**src/rtl/mem_access_unit.sv**
```systemverilog
// -----------------------------------------------------------------------------
// mem_access_unit
//
// Bridge between the multicycle control path and a word-wide memory bus with
// a ready handshake. It handles loads, stores and instruction fetches.
//
// A request is accepted in IDLE. One bus transaction is then run in REQ.
// DONE lasts one cycle so that the control FSM can move on before the next
// request is taken.
//
// Stores: the unit builds byte strobes and lane-replicated write data.
// Loads:  the unit extracts the addressed byte or half-word and extends it.
//
// Error reporting:
//   - Misaligned requests are rejected with a one-cycle MisalignErr pulse.
//   - A transaction that waits too long for mem_ready is aborted and sets the
//     sticky TimeoutErr flag.
//
// Parameters
//   MAX_WAIT  number of REQ cycles without mem_ready before abort (>= 1)
//   CNT_W     width of the wait counter; must be able to hold MAX_WAIT
//
// Ports
//   clk, reset      clock (rising edge) / asynchronous active-high reset
//   MemRead         load or fetch requested (level)
//   MemWrite        store requested (level), wins over MemRead
//   IsFetch         with MemRead: force a word access, ignore funct3
//   funct3          access size/sign: 000 b, 001 h, 010 w, 100 bu, 101 hu
//   Adr             byte address
//   WriteData       store data (rs2)
//   ReadData        registered, aligned and extended load/fetch data
//   Stall           combinational hold for the control FSM
//   MisalignErr     one-cycle pulse: misaligned request rejected
//   TimeoutErr      sticky: a bus transaction timed out
//   mem_req/mem_we/mem_addr/mem_wstrb/mem_wdata   bus request side
//   mem_ready/mem_rdata                           bus response side
// -----------------------------------------------------------------------------
module mem_access_unit #(
  parameter int MAX_WAIT = 16,
  parameter int CNT_W    = 5
) (
  input  logic              clk,
  input  logic              reset,
  input  logic              MemRead,
  input  logic              MemWrite,
  input  logic              IsFetch,
  input  logic [2:0]        funct3,
  input  logic [31:0]       Adr,
  input  logic [31:0]       WriteData,
  output logic [31:0]       ReadData,
  output logic              Stall,
  output logic              MisalignErr,
  output logic              TimeoutErr,
  output logic              mem_req,
  output logic              mem_we,
  output logic [31:0]       mem_addr,
  output logic [3:0]        mem_wstrb,
  output logic [31:0]       mem_wdata,
  input  logic              mem_ready,
  input  logic [31:0]       mem_rdata
);

  typedef enum logic [1:0] {
    S_IDLE = 2'd0,
    S_REQ  = 2'd1,
    S_DONE = 2'd2
  } state_t;

  localparam logic [1:0] SZ_B = 2'd0;
  localparam logic [1:0] SZ_H = 2'd1;
  localparam logic [1:0] SZ_W = 2'd2;

  state_t             state_q, state_d;
  logic [31:0]        addr_q, addr_d;
  logic               we_q, we_d;
  logic [3:0]         wstrb_q, wstrb_d;
  logic [31:0]        wdata_q, wdata_d;
  logic [1:0]         size_q, size_d;
  logic               uns_q, uns_d;
  logic [1:0]         lane_q, lane_d;
  logic [CNT_W-1:0]   cnt_q, cnt_d;
  logic [31:0]        rdata_q, rdata_d;
  logic               timeout_q, timeout_d;

  // Request decode (evaluated on the raw inputs, used only in IDLE)
  logic               req_any;
  logic               req_we;
  logic               req_fetch;
  logic [1:0]         req_size;
  logic               req_uns;
  logic               req_aligned;
  logic [3:0]         req_wstrb;
  logic [31:0]        req_wdata;

  // Load extraction (uses the lane/size latched at transaction start)
  logic [7:0]         rd_byte;
  logic [15:0]        rd_half;
  logic [31:0]        rd_ext;
  logic [CNT_W-1:0]   cnt_inc;

  always_comb begin
    req_any   = MemRead | MemWrite;
    req_we    = MemWrite;
    // A fetch only applies to a pure read; a store always uses funct3.
    req_fetch = IsFetch & MemRead & ~MemWrite;

    if (req_fetch || funct3[1]) begin
      // Fetches and funct3 01x/11x are word accesses.
      req_size = SZ_W;
    end else if (funct3[0]) begin
      req_size = SZ_H;
    end else begin
      req_size = SZ_B;
    end
    req_uns = ~req_fetch & funct3[2] & ~funct3[1];

    case (req_size)
      SZ_B:    req_aligned = 1'b1;
      SZ_H:    req_aligned = ~Adr[0];
      default: req_aligned = (Adr[1:0] == 2'b00);
    endcase

    req_wstrb = 4'b0000;
    req_wdata = WriteData;
    case (req_size)
      SZ_B: begin
        req_wstrb = 4'b0001 << Adr[1:0];
        req_wdata = {4{WriteData[7:0]}};
      end
      SZ_H: begin
        req_wstrb = Adr[1] ? 4'b1100 : 4'b0011;
        req_wdata = {2{WriteData[15:0]}};
      end
      default: begin
        req_wstrb = 4'b1111;
        req_wdata = WriteData;
      end
    endcase
  end

  always_comb begin
    case (lane_q)
      2'd0:    rd_byte = mem_rdata[7:0];
      2'd1:    rd_byte = mem_rdata[15:8];
      2'd2:    rd_byte = mem_rdata[23:16];
      default: rd_byte = mem_rdata[31:24];
    endcase
    rd_half = lane_q[1] ? mem_rdata[31:16] : mem_rdata[15:0];

    case (size_q)
      SZ_B:    rd_ext = uns_q ? {24'd0, rd_byte} : {{24{rd_byte[7]}}, rd_byte};
      SZ_H:    rd_ext = uns_q ? {16'd0, rd_half} : {{16{rd_half[15]}}, rd_half};
      default: rd_ext = mem_rdata;
    endcase
  end

  assign cnt_inc = cnt_q + CNT_W'(1);

  always_comb begin
    state_d     = state_q;
    addr_d      = addr_q;
    we_d        = we_q;
    wstrb_d     = wstrb_q;
    wdata_d     = wdata_q;
    size_d      = size_q;
    uns_d       = uns_q;
    lane_d      = lane_q;
    cnt_d       = cnt_q;
    rdata_d     = rdata_q;
    timeout_d   = timeout_q;
    Stall       = 1'b0;
    MisalignErr = 1'b0;

    case (state_q)
      S_IDLE: begin
        if (req_any) begin
          if (req_aligned) begin
            Stall   = 1'b1;
            addr_d  = {Adr[31:2], 2'b00};
            we_d    = req_we;
            wstrb_d = req_we ? req_wstrb : 4'b0000;
            // Reads leave the write data register alone.
            if (req_we) begin
              wdata_d = req_wdata;
            end
            size_d  = req_size;
            uns_d   = req_uns;
            lane_d  = Adr[1:0];
            cnt_d   = '0;
            state_d = S_REQ;
          end else begin
            MisalignErr = 1'b1;
          end
        end
      end

      S_REQ: begin
        Stall = 1'b1;
        cnt_d = cnt_inc;
        if (mem_ready) begin
          if (!we_q) begin
            rdata_d = rd_ext;
          end
          state_d = S_DONE;
        end else if (cnt_inc == CNT_W'(MAX_WAIT)) begin
          // Abort after MAX_WAIT REQ cycles without a response.
          rdata_d   = '0;
          timeout_d = 1'b1;
          state_d   = S_DONE;
        end
      end

      S_DONE: begin
        state_d = S_IDLE;
      end

      default: begin
        state_d = S_IDLE;
      end
    endcase
  end

  always_ff @(posedge clk or posedge reset) begin
    if (reset) begin
      state_q   <= S_IDLE;
      addr_q    <= '0;
      we_q      <= 1'b0;
      wstrb_q   <= 4'b0000;
      wdata_q   <= '0;
      size_q    <= SZ_B;
      uns_q     <= 1'b0;
      lane_q    <= 2'd0;
      cnt_q     <= '0;
      rdata_q   <= '0;
      timeout_q <= 1'b0;
    end else begin
      state_q   <= state_d;
      addr_q    <= addr_d;
      we_q      <= we_d;
      wstrb_q   <= wstrb_d;
      wdata_q   <= wdata_d;
      size_q    <= size_d;
      uns_q     <= uns_d;
      lane_q    <= lane_d;
      cnt_q     <= cnt_d;
      rdata_q   <= rdata_d;
      timeout_q <= timeout_d;
    end
  end

  // The bus request follows the state register directly.
  // An asynchronous reset therefore drops it without waiting for a clock edge.
  assign mem_req    = (state_q == S_REQ);
  assign mem_we     = mem_req & we_q;
  assign mem_wstrb  = mem_req ? wstrb_q : 4'b0000;
  assign mem_addr   = addr_q;
  assign mem_wdata  = wdata_q;
  assign ReadData   = rdata_q;
  assign TimeoutErr = timeout_q;

endmodule

```
**config.mk**
```make
export PLATFORM = sky130hd
export DESIGN_NAME = mem_access_unit
export DESIGN_NICKNAME = d
export VERILOG_FILES = /design/src/rtl/mem_access_unit.sv
export SDC_FILE = /design/constraint.sdc
export NUM_CORES = 1
export LEC_CHECK = 0
export CORE_UTILIZATION = 40
export DETAILED_ROUTE_END_ITERATION = 8
export GPL_TIMING_DRIVEN = 0
export PLACE_DENSITY = 0.75
export SLEW_MARGIN = 20
export SYNTH_ARGS = -nofsm -noshare
export SYNTH_HDL_FRONTEND = slang
export SYNTH_SLANG_ARGS = --single-unit
```
**constraint.sdc**
```tcl
create_clock -name clk -period 4.75 [get_ports clk]
set_input_delay 0.475 -clock clk [delete_from_list [all_inputs] [get_ports clk]]
set_output_delay 0.475 -clock clk [all_outputs]
set_load 0.03 [all_outputs]
```
The clock network:
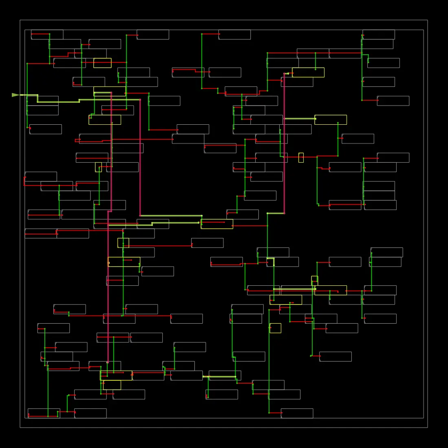
clock sinks: 112
Worst Clk Skew: 0.00583 ns

Met2 routing:
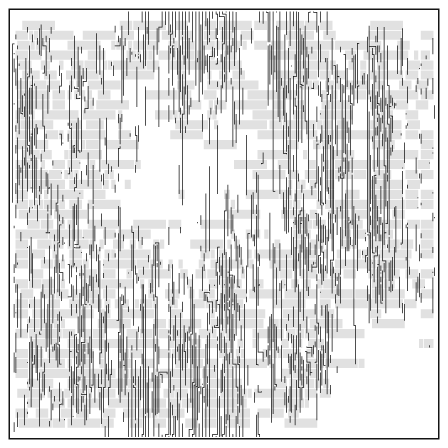
The wires run mostly vertical. The longest straight run is 49.5 um. The layer carries 7,490 um of wire.
GRT met2 Usage: 0.397
via count: 4,843
Routed WL: 15.6 mm

==> flow_summary.toml <==
# yosys + openroad results
[outcome]
status = "finished clean"

[power]
p_clk_frac = 0.150
pg_seq_uw = 1600
leakagePower_uw = 0.00347
comb_cell_power_uw = 2560
peakVddDrop_mv = 0.356
top_power_group = "combinational logic"
power_frac_seq = 0.326
finalPower_uw = 4890
switching_share = 0.425
p_int_uw = 2810

[synth]
synth.cellmix.compoundShare = 0.186
yosysTopAreaCell = "dfrtp_1"
ys_warn_count = 0
netlist_area_um2 = 5300
ys.flops = 112
yosys.stat.seqShare = 0.529
synth_top_area_share = 0.529
most_common_cell = "nand2_1"
synthCells = 539
ys_sh_adder = 0.00472
synth.avg_cell_area_um2 = 9.83
yosys.cell_types.count = 46

[setup_path]
timing.critical_path.to = "Stall"
ff2ff_path_depth = 7
crit_cells = 7
cp_max_fo = 6
endpoint_kind = "output pin"
path_cells = "clkdlybuf4s50_1 -> nand3b_1 -> a31o_2 -> o21a_1 -> o21bai_2 -> inv_1 -> clkdlybuf4s50_1"
ff2ff_setup_slack_ns = 2.74
rr_startpoint = "cnt_q[0]$_DFFE_PP0P_"

[clock_tree]
insertion_delay_ns = 0.35
htree_levels = 3
cts_resized = 0
cts.path.max_buffers = 2
holdBufCountCts = 0
root_buffer = "clkbuf_16"
numCtsBuffers = 9
cts_setup_buffers = 0

[hold_path]
hold_path_class = "flop to flop"
hp-start = "mem_addr[3]$_DFFE_PP0P_"
hold_depth = 2

[floorplan]
die-area_um2 = 13700
fp_util = 0.415
ios = 210
rows = 41
taps = 172
die_w_um = 117
core_um2 = 12800

[global_routing]
grt_remaining_overflow = 0
grt_max_degree = 67
track_usage = 0.235
grt_pass1_wl_mm = 24.4

[route]
wire_per_inst_um = 16.7
drc = 0
wl_met2_mm = 7.49
drtPass1Iterations = 4
wl_met1_mm = 6.46

[cells_and_area]
most-common-layout-cells = "207 x clkdlybuf4s50_1, 136 x nand2_1, 112 x dfrtp_1, 46 x o21ai_0, 33 x mux2i_1"
biggestCellCategory = "sequential cells"
nonClockInverterCount = 9
nClkBuffers = 12
drive_gt1_frac = 0.0681
design.seq.count = 112
logic_area_um2 = 2280
stdcell_count = 936
final_common_cell = "clkdlybuf4s50_1"
sh_seq_area = 0.355
comb_area_share = 0.288

[timing]
relSlewSlack = 0.561
totalNegativeSetupSlack_ns = 0
period_needed_ns = 3.02
rsz0062_at_grt = "false"
fmax_ghz = 0.331
maxSlewViolCount = 0
holdWs_ns = 0.475
finalSetupViolCount = 0
hold_viol_final = 0

[placed_design]
dp_hpwl_mm = 11.8
pre_cts_ws_ns = 1.74
dpl_cell_area_um2 = 7620
place_congestion = 0.860

[run]
warnings = 27
